Figure 1. Register map, names as in the netlist (run 1).
Other sequential cells in the stronger grey, the rest of the logic in the fainter grey.
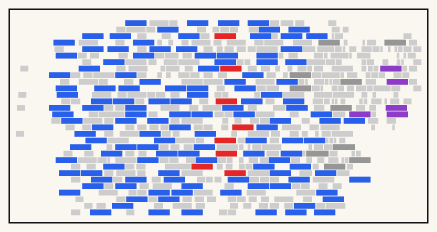
Figure 2. Local utilization (run 1).
The die is cut into 17 by 9 equal tiles; white is low, dark blue is high, 0 to 100% covered.
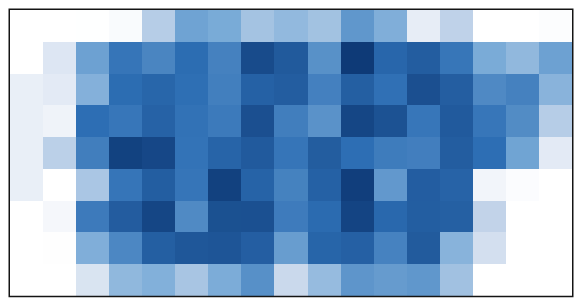
Figure 3. Met2 routing (run 1).
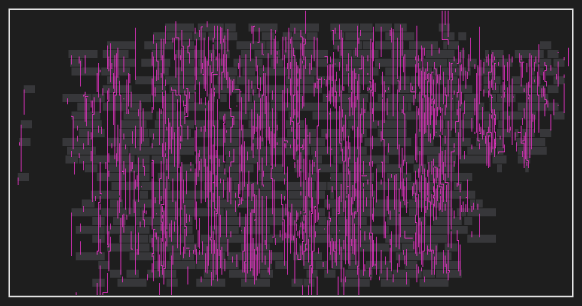
Figure 4. Signal wires on met1 (run 1).
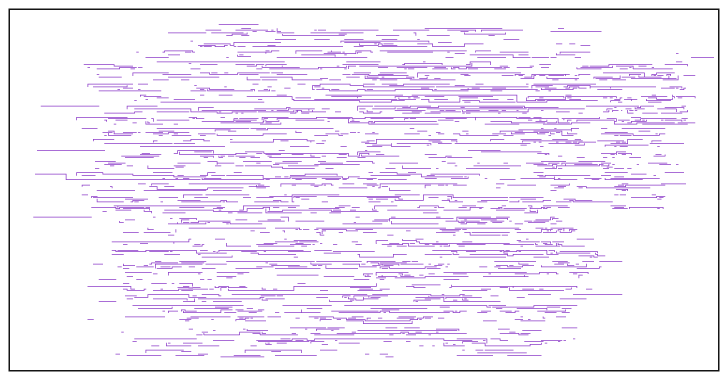
==> src/rtl/fifo_flops_sync.sv <==
// rtl/fifo_flops_sync.sv - single-clock flip-flop FIFO with arbitrary depth, level flags and sticky errors
//
// Purpose:
//   Synchronous single-clock queue for buffering between producer and consumer
//   stages. DEPTH need not be a power of two; pointers wrap explicitly at
//   DEPTH-1. Provides occupancy count, programmable almost-full/almost-empty,
//   sticky overflow/underflow and a synchronous flush.
//
// Configuration macro:
//   FIFO_FWFT_EN  defined   -> first-word-fall-through: Dout shows the head word
//                              combinationally whenever data is pending.
//                 undefined -> registered read: Dout loads the head word on an
//                              accepted pop and holds it otherwise.
//
// Ports:
//   clk           clock, all state on posedge
//   rst           asynchronous active-low reset
//   clr           synchronous flush (pointers/count/flags/Dout), wins over push/pop
//   Din           write data, sampled on an accepted push
//   push, pop     write / read requests
//   Dout          read data
//   full          count == DEPTH
//   pndng         count != 0
//   almost_full   count >= AF_LVL
//   almost_empty  count <= AE_LVL
//   count         occupancy 0..DEPTH
//   overflow      sticky, set by a refused push
//   underflow     sticky, set by a refused pop

module fifo_flops_sync #(
  parameter int DEPTH  = 16,
  parameter int BITS   = 8,
  parameter int AF_LVL = DEPTH - 2,
  parameter int AE_LVL = 2
) (
  input  logic                       clk,
  input  logic                       rst,
  input  logic                       clr,
  input  logic [BITS-1:0]            Din,
  input  logic                       push,
  input  logic                       pop,
  output logic [BITS-1:0]            Dout,
  output logic                       full,
  output logic                       pndng,
  output logic                       almost_full,
  output logic                       almost_empty,
  output logic [$clog2(DEPTH+1)-1:0] count,
  output logic                       overflow,
  output logic                       underflow
);

  localparam int PW = (DEPTH > 2) ? $clog2(DEPTH) : 1;
  localparam int CW = $clog2(DEPTH + 1);

  localparam logic [PW-1:0] LAST_PTR = PW'(DEPTH - 1);
  localparam logic [CW-1:0] DEPTH_C  = CW'(DEPTH);
  localparam logic [CW-1:0] AF_C     = CW'(AF_LVL);
  localparam logic [CW-1:0] AE_C     = CW'(AE_LVL);

  logic [BITS-1:0] mem [DEPTH];
  logic [PW-1:0]   wr_ptr;
  logic [PW-1:0]   rd_ptr;
  logic            push_acc;
  logic            pop_acc;

  // Explicit wrap so non power-of-2 depths never address past the last entry.
  function automatic logic [PW-1:0] ptr_inc(input logic [PW-1:0] p);
    return (p == LAST_PTR) ? '0 : p + PW'(1);
  endfunction

  // Flags are pure decodes of the registered count.
  assign full         = (count == DEPTH_C);
  assign pndng        = (count != '0);
  assign almost_full  = (count >= AF_C);
  assign almost_empty = (count <= AE_C);

  // A pop on a full FIFO frees a slot in the same cycle, so the push may use it.
  assign pop_acc  = pop & pndng;
  assign push_acc = push & (~full | pop_acc);

  // Storage: cleared only by reset; flush leaves contents in place.
  always_ff @(posedge clk or negedge rst) begin
    if (!rst) begin
      for (int i = 0; i < DEPTH; i++) begin
        mem[i] <= '0;
      end
    end else if (!clr && push_acc) begin
      mem[wr_ptr] <= Din;
    end
  end

  always_ff @(posedge clk or negedge rst) begin
    if (!rst) begin
      wr_ptr    <= '0;
      rd_ptr    <= '0;
      count     <= '0;
      overflow  <= 1'b0;
      underflow <= 1'b0;
    end else if (clr) begin
      wr_ptr    <= '0;
      rd_ptr    <= '0;
      count     <= '0;
      overflow  <= 1'b0;
      underflow <= 1'b0;
    end else begin
      if (push_acc) begin
        wr_ptr <= ptr_inc(wr_ptr);
      end
      if (pop_acc) begin
        rd_ptr <= ptr_inc(rd_ptr);
      end
      if (push_acc && !pop_acc) begin
        count <= count + CW'(1);
      end else if (pop_acc && !push_acc) begin
        count <= count - CW'(1);
      end
      if (push && !push_acc) begin
        overflow <= 1'b1;
      end
      if (pop && !pop_acc) begin
        underflow <= 1'b1;
      end
    end
  end

`ifdef FIFO_FWFT_EN
  // Head word is visible as soon as it is stored; zero when empty.
  assign Dout = pndng ? mem[rd_ptr] : '0;
`else
  logic [BITS-1:0] dout_q;

  always_ff @(posedge clk or negedge rst) begin
    if (!rst) begin
      dout_q <= '0;
    end else if (clr) begin
      dout_q <= '0;
    end else if (pop_acc) begin
      dout_q <= mem[rd_ptr];
    end
  end

  assign Dout = dout_q;
`endif

endmodule

==> config.mk <==
export PLATFORM = sky130hd
export DESIGN_NAME = fifo_flops_sync
export DESIGN_NICKNAME = d
export VERILOG_FILES = /design/src/rtl/fifo_flops_sync.sv
export SDC_FILE = /design/constraint.sdc
export NUM_CORES = 1
export LEC_CHECK = 0
export CAP_MARGIN = 20
export CORE_ASPECT_RATIO = 0.5
export CORE_MARGIN = 1.5
export CORE_UTILIZATION = 50
export DETAILED_ROUTE_END_ITERATION = 8
export MAX_ROUTING_LAYER = met4
export PLACE_DENSITY = 0.77
export SLEW_MARGIN = 20
export SYNTH_ARGS = -nofsm -noshare
export SYNTH_HDL_FRONTEND = slang
export SYNTH_SLANG_ARGS = --single-unit
==> constraint.sdc <==
create_clock -name clk -period 6.98 [get_ports clk]
set_input_delay 1.047 -clock clk [delete_from_list [all_inputs] [get_ports clk]]
set_output_delay 1.047 -clock clk [all_outputs]
set_load 0.01 [all_outputs]
==> run summary, run 1 <==
impl run done, here's what came out: post-route minimum period=3.83 ns, Async S/R FF share, synth=1.00, syn_area_per_cell=15.1 um2, status=finished, final reports clean, EDFF count, synth=0, tool warning count=30, WP data arrival=4.18 ns, Clock Path Buffers=2, post-synthesis xor/xnor area fraction=0.00360, Final Slew Violations=0, TNS Setup=0 ns, port bufs=31, Chip Area, Yosys=0.00729 mm2, crit share post-route=0.549, kind of critical path=in2reg, hold crit path type=reg2reg, synth unique cells=48, clk latency late pin=0.43 ns, initial antenna violation count=0, aoi share=0.0496, hold path cells=1, DR pass1 iterations=4, Yosys reg bits=151, Dominant comb cell=multiplexers, gr ovfl total=0, Commonest Layout Cell=dfrtp_1, number of remaining DRC errors=0, HPWL Detailed=9.62 mm, Cell Rows=30, NumNets Final=529, WL per Instance=21.6 um, htree depth=4, Max transition margin=0.411, most instantiated logic cells after routing=dfrtp_1, mux2_2, mux4_2, clkdlybuf4s50_1, mux2i_1, Synth Cell Area=0.00729 mm2, Die Y=88.4 um, Detail Route Antenna Nets=0, DIE AREA=0.0154 mm2, Setup Skew=0.00938 ns, main flop type=dfrtp_1, LEAKAGE=3.74 nW, GRT Util Overall=0.226, share of cells above drive strength 1=0.414, Hold Fails Final Rpt=0, critical-path maximum fanout=9, Setup crit end kind=flip-flop, Mux cell area share=0.333, total setup buffers inserted after CTS=0, largest net degree at the start of global routing=83, root buffer cell=clkbuf_16, fmax=0.261 GHz, startpoint types=input pin, Die Span X=174 um, Setup Viol. Count Final=0, Avg Vias per Cell=5.91, clk sink count=151, post-CTS sizing=0, Num CTS Buffers=17, Simple Share, Synth=0.0556, Worst Max-Slew Pin Slew=0.884 ns, first-pass GRT wire length=25.0 mm, post-route cell area=0.00833 mm2, CP required=7.33 ns, RSZ-0062 raised after global routing=no, area grow syn2layout=14.2%, Synth Instances=483, cells in synth_stat.txt=483, Peak supply drop=0.000188 V, synth warn=0, vias in the first global route=4373, Reg2Reg Depth=8, reg-to-reg setup timing slack=3.32 ns, CTS tree=done, pwr dens=309 mW/mm2, initial DRC count=336, cts hold-fix bufs=0, Seq/Total Area, Yosys=0.518, total of max-cap violations=0, placed instance area=0.00773 mm2, IO Pins=32, antenna cells=0, syn_nets=506, global placer's final weighted congestion=0.849, Clock Pin Slew Worst Setup and Hold Paths=0.06 ns, fa+ha+maj area frac=0.0182
-- Figure 1 (at the start) --
[blue] `mem` | flops: 128
[red] `Dout` | flops: 8
[purple] `count` | flops: 5 | where: middle right
not coloured: 10
flop share of the area: 0.454
seq pwr: 1.07 mW
register area: 0.00378 mm2
fin util: 0.600

-- Figure 2 (at the start) --
densest ninth of the die: centre
tiles over 75% full: 32%
nearly empty tiles: 14%
total core area: 0.0139 mm2
fp_density: 0.525

-- Figure 3 (at the start) --
main direction: vertical
wire length on this layer: 7100 um
share of all routed wire: 46%
longest straight run: 59.3 um
total wire length: 15.4 mm
detailed-route via count: 4199

-- Figure 4 (at the start) --
wire length on this layer: 7250 um
longest straight run: 37.3 um
nets with wire on the layer: 488
main direction: horizontal

-- run 1: critical path, cell delays in order --
cell and delay [ns]:
clkdlybuf4s50_1 0.66, nand2b_1 0.57, o21ai_1 0.29, nand2b_1 0.34, fa_1 0.47, and3_1 0.25
o41ai_1 0.35, nand2b_1 0.08, a31oi_1 0.12
-- run 1: cell families (layout without fill, tap and decap cells) --
logic type / Yosys count / count (layout)
AND/OR/NAND/NOR: 61 / 61
flip-flops: 151 / 151
AND-OR/OR-AND: 39 / 39
XOR/XNOR: 3 / 3
buffers and inverters: 36 / 72
multiplexers: 183 / 183
adder cells (fa/ha/maj): 10 / 10
-- run 1: metal layers --
layer  routed length, um  vias up  part of all wire  GRT usage
met5                   0        -                 0          -
met4                 163        0             0.011     0.0619
met3                 849       20             0.055     0.0550
met2                7100       98              0.46      0.350
met1                7250     2229              0.47      0.303
li1                    -     1852                 -          -
-- run 1: area by class of cell --
class	instances	area (um2)
repair buffers	35	342
well taps	192	240
clock buffers	19	443
clock inverters	13	150
multi-input cells	296	3350
inverters	5	18.8
fillers	1055	5560
flip-flops and latches	151	3780
-- run 1: state kept, by name, indices dropped and copies added (netlist names) --
| name | flops |
|---|---|
| underflow | 1 |
| mem | 128 |
| wr_ptr | 4 |
| overflow | 1 |
| rd_ptr | 4 |
| Dout | 8 |
| count | 5 |
-- run 1: Yosys cell counts, drive strengths merged (2+ instances only) --
cell type  count  area (um2)
dfrtp        151        3780
mux2         133        1530
mux4          32         721
nor2          20        95.1
clkbuf        19        71.3
mux2i         18         180
buf           12        67.6
ha             9         113
nand2          9        63.8
o221ai         9        78.8
a21oi          8        40.0
nand3b         8        60.1
nand2b         7        43.8
inv            5        18.8
o211ai         5        92.6
nor3           4        58.8
o21ai          4        31.3
a21o           3        22.5
nand3          3        15.0
or3            3        18.8
or4            3        22.5
a31oi          2        12.5
xnor2          2        17.5
-- run 1: path summary, 6_finish.rpt --
kind / startpoint / end
hold reg to reg: mem[15]$_DFFE_PN0P_ / mem[15]$_DFFE_PN0P_
setup / recovery: pop / count[4]$_DFFE_PN0P_
max in group asynchronous: rst / Dout[1]$_DFFE_PN0P_
setup reg to reg: count[1]$_DFFE_PN0P_ / count[4]$_DFFE_PN0P_
min in group asynchronous: rst / mem[52]$_DFFE_PN0P_
hold / removal: mem[15]$_DFFE_PN0P_ / mem[15]$_DFFE_PN0P_
-- run 1: metrics by stage --
stage               hold slack (ns)  cells  utilization  power [mW]  setup WS [ns]
CTS                           0.489    711        0.600        2.58           3.17
floorplan                     0.453    483            -        1.47           4.03
global placement              0.464    679        0.557        1.64           2.91
finish                        0.489    711        0.600        2.57           3.15
detailed placement            0.475    679        0.557        1.67           2.77
global route                  0.506    711        0.600        2.68           2.97
-- run 1: power breakdown --
| group | internal, mW | switching [mW] | leakage (nW) |
|---|---|---|---|
| clock | 0.539 | 0.380 | 0.272 |
| combinational | 0.297 | 0.283 | 1.42 |
| sequential | 0.989 | 0.0832 | 2.04 |
## Run 2: what changed since run 1
==> constraint.sdc (replaced) <==
create_clock -name clk -period 3.8 [get_ports clk]
set_input_delay 0.57 -clock clk [delete_from_list [all_inputs] [get_ports clk]]
set_output_delay 0.57 -clock clk [all_outputs]
set_load 0.01 [all_outputs]
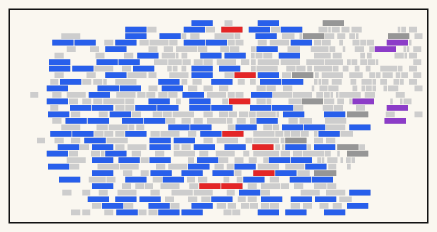
Figure 5: run 2, register map, names as in the netlist.
Other sequential cells in the stronger grey, the rest of the logic in the fainter grey.
seq pwr: 2.00 mW
fin util: 0.602

==> run 2 against run 1 <==
Count of clock-buffer cells in the layout did not move. Largest power group unchanged. Highest routed layer unchanged. Flip-flop count is the same. Area after synthesis stayed put.
==> run summary, run 2 <==
impl run done, here's what came out: worst hold slack=0.200 ns (was 0.489 ns), global placer's final weighted congestion=0.838 (was 0.849), syn_area_per_cell=15.1 um2 (unchanged), top cells by count=dfrtp_1, mux2_2, mux4_2 (unchanged), area grow syn2layout=14.6% (was 14.2%), Setup crit end kind=flip-flop (unchanged), LEAKAGE=3.77 nW (was 3.74 nW), fp_density=0.525 (unchanged), total setup buffers inserted after CTS=0 (unchanged), root buffer cell=clkbuf_16 (unchanged), Synth area leaders=dfrtp_1, mux2_2, mux4_2 (unchanged), Die Y=88.4 um (unchanged), Final Slew Violations=0 (unchanged), post-CTS sizing=0 (unchanged), Seq/Total Area, Yosys=0.518 (unchanged), Max transition margin=0.248 (was 0.411), first-pass GRT wire length=24.8 mm (was 25.0 mm), cts hold-fix bufs=0 (unchanged), NumNets Final=534 (was 529), Avg Vias per Cell=5.91 (about the same), vias in the first global route=4456 (was 4373), Setup Skew=0.00856 ns (was 0.00938 ns), Clock Pin Slew Worst Setup and Hold Paths=0.06 ns (about the same), CTS tree=done (unchanged), pwr dens=563 mW/mm2 (was 309 mW/mm2), Reg with most FFs=mem (unchanged), synth warn=0 (unchanged), post-route minimum period=3.14 ns, Setup Viol. Count Final=0 (unchanged), area leader, netlist=dfrtp_1 (unchanged), Die Span X=174 um (unchanged), synth unique cells=48 (unchanged), IO Pins=32 (unchanged), Async S/R FF share, synth=1.00 (unchanged), Yosys top cell by instances=dfrtp_1 (unchanged), Worst Max-Slew Pin Slew=1.13 ns (was 0.884 ns), Place WS=0.601 ns (was 2.77 ns), Detail Route Antenna Nets=0 (unchanged), kind of critical path=reg2reg (was in2reg), GRT Util Overall=0.223 (was 0.226), Chip Area, Yosys=0.00729 mm2 (unchanged), DIE AREA=0.0154 mm2 (unchanged), clk sink count=151 (unchanged), number of remaining DRC errors=0 (unchanged), Synth Instances=483 (unchanged), htree depth=4 (unchanged), largest net degree at the start of global routing=88 (was 83), fmax=0.319 GHz, main flop type=dfrtp_1 (unchanged), detailed-route via count=4226 (was 4199), Hold Fails Final Rpt=0 (unchanged), initial DRC count=250 (was 336), Num CTS Buffers=17 (unchanged), initial antenna violation count=0 (unchanged), HPWL Detailed=9.57 mm (was 9.62 mm), TNS Setup=0 ns (unchanged), Clock Path Buffers=2 (unchanged), Yosys reg bits=151 (unchanged), critical-path maximum fanout=10 (was 9), port bufs=31 (unchanged), antenna cells=0 (unchanged), share of cells above drive strength 1=0.417 (was 0.414), Cell Rows=30 (unchanged), RSZ-0062 raised after global routing=no (unchanged), cells in synth_stat.txt=483 (unchanged), WP data arrival=3.48 ns (was 4.18 ns), Commonest Layout Cell=dfrtp_1 (unchanged), WL per Instance=21.3 um (was 21.6 um), Synth top area share=0.518 (unchanged), max reg flops=128 (unchanged), final worst slack=0.662 ns (was 3.15 ns), most instantiated logic cells after routing=dfrtp_1, mux2_2, mux4_2, clkdlybuf4s50_1, mux2i_1 (unchanged), Peak supply drop=0.000380 V (was 0.000188 V), DR pass1 iterations=4 (unchanged), startpoint types=flip-flop (was input pin), Fillers=1047 (was 1055), total wire length=15.2 mm (was 15.4 mm), total of max-cap violations=0 (unchanged), crit share post-route=0.826, Synth Cell Area=0.00729 mm2 (unchanged), tool warning count=30 (unchanged), gr ovfl total=0 (unchanged), status=finished, final reports clean (unchanged), CP required=4.15 ns (was 7.33 ns), total core area=0.0139 mm2 (unchanged), EDFF count, synth=0 (unchanged), hold crit path type=in2async (was reg2reg), syn_nets=506 (unchanged), clk latency late pin=0.42 ns (was 0.43 ns)
-- run 2: cells by family after synthesis --
| group | after synthesis | synth area share |
|---|---|---|
| multiplexers | 183 | 0.333 |
| adder cells (fa/ha/maj) | 10 | 0.0182 |
| XOR/XNOR | 3 | 0.00360 |
| buffers and inverters | 36 | 0.0216 |
| AND-OR/OR-AND | 39 | 0.0496 |
| flip-flops | 151 | 0.518 |
| AND/OR/NAND/NOR | 61 | 0.0556 |
-- run 2: path summary, 6_finish.rpt --
kind                       slack (ns)  depth (start not counted)                  from                    to
max in group asynchronous        2.80                          2                   rst  mem[101]$_DFFE_PN0P_
setup reg to reg                 0.66                          9  count[1]$_DFFE_PN0P_  count[4]$_DFFE_PN0P_
min in group clk                 0.49                          1   mem[93]$_DFFE_PN0P_   mem[93]$_DFFE_PN0P_
hold / removal                   0.20                          1                   rst  mem[108]$_DFFE_PN0P_
hold reg to reg                  0.49                          1   mem[93]$_DFFE_PN0P_   mem[93]$_DFFE_PN0P_
setup / recovery                 0.66                          9  count[1]$_DFFE_PN0P_  count[4]$_DFFE_PN0P_
-- run 2: where the power goes --
group | switching (mW) | total (mW) | internal, mW
Clock | 0.676 | 1.65 | 0.979
Combinational | 0.493 | 1.05 | 0.559
Sequential | 0.179 | 2.00 | 1.82
Total | 1.35 | 4.70 | 3.35
-- run 2: cell type report --
cell class / instances / area [um2] / share of cell area
clock buffers: 19 / 443 / 0.0530
clock inverters: 12 / 129 / 0.0154
inverters: 5 / 18.8 / 0.00225
multi-input cells: 296 / 3350 / 0.401
flip-flops and latches: 151 / 3780 / 0.452
well taps: 192 / 240 / 0.0287
repair buffers: 40 / 392 / 0.0469
-- run 2: stage by stage --
stage                     instances  area (um2)  power, mW
after floorplan                 483        7290       2.70
after global placement          684        7780       3.04
after detailed placement        684        7780       3.08
after CTS                       715        8360       4.73
after global routing            715        8360       4.92
final                           715        8360       4.70
-- run 2: worst max-delay path, stage by stage (launching register included) --
cell and delay (ns):
dfrtp_1 0.46, or4_1 0.89, o21ai_1 0.23, buf_4 0.16, nand2b_1 0.23, ha_1 0.31, and3_1 0.22, o41ai_1 0.35
nand2b_1 0.09, a31oi_1 0.12
-- run 2: per-layer routing --
| layer | up-vias | GRT usage | share of wire |
|---|---|---|---|
| li1 | 1868 | - | - |
| met2 | 95 | 0.352 | 0.47 |
| met1 | 2241 | 0.297 | 0.49 |
| met5 | - | - | 0 |
| met3 | 22 | 0.0451 | 0.037 |
| met4 | 0 | 0.0697 | 0.011 |
Power and IR drop assume default switching activity.
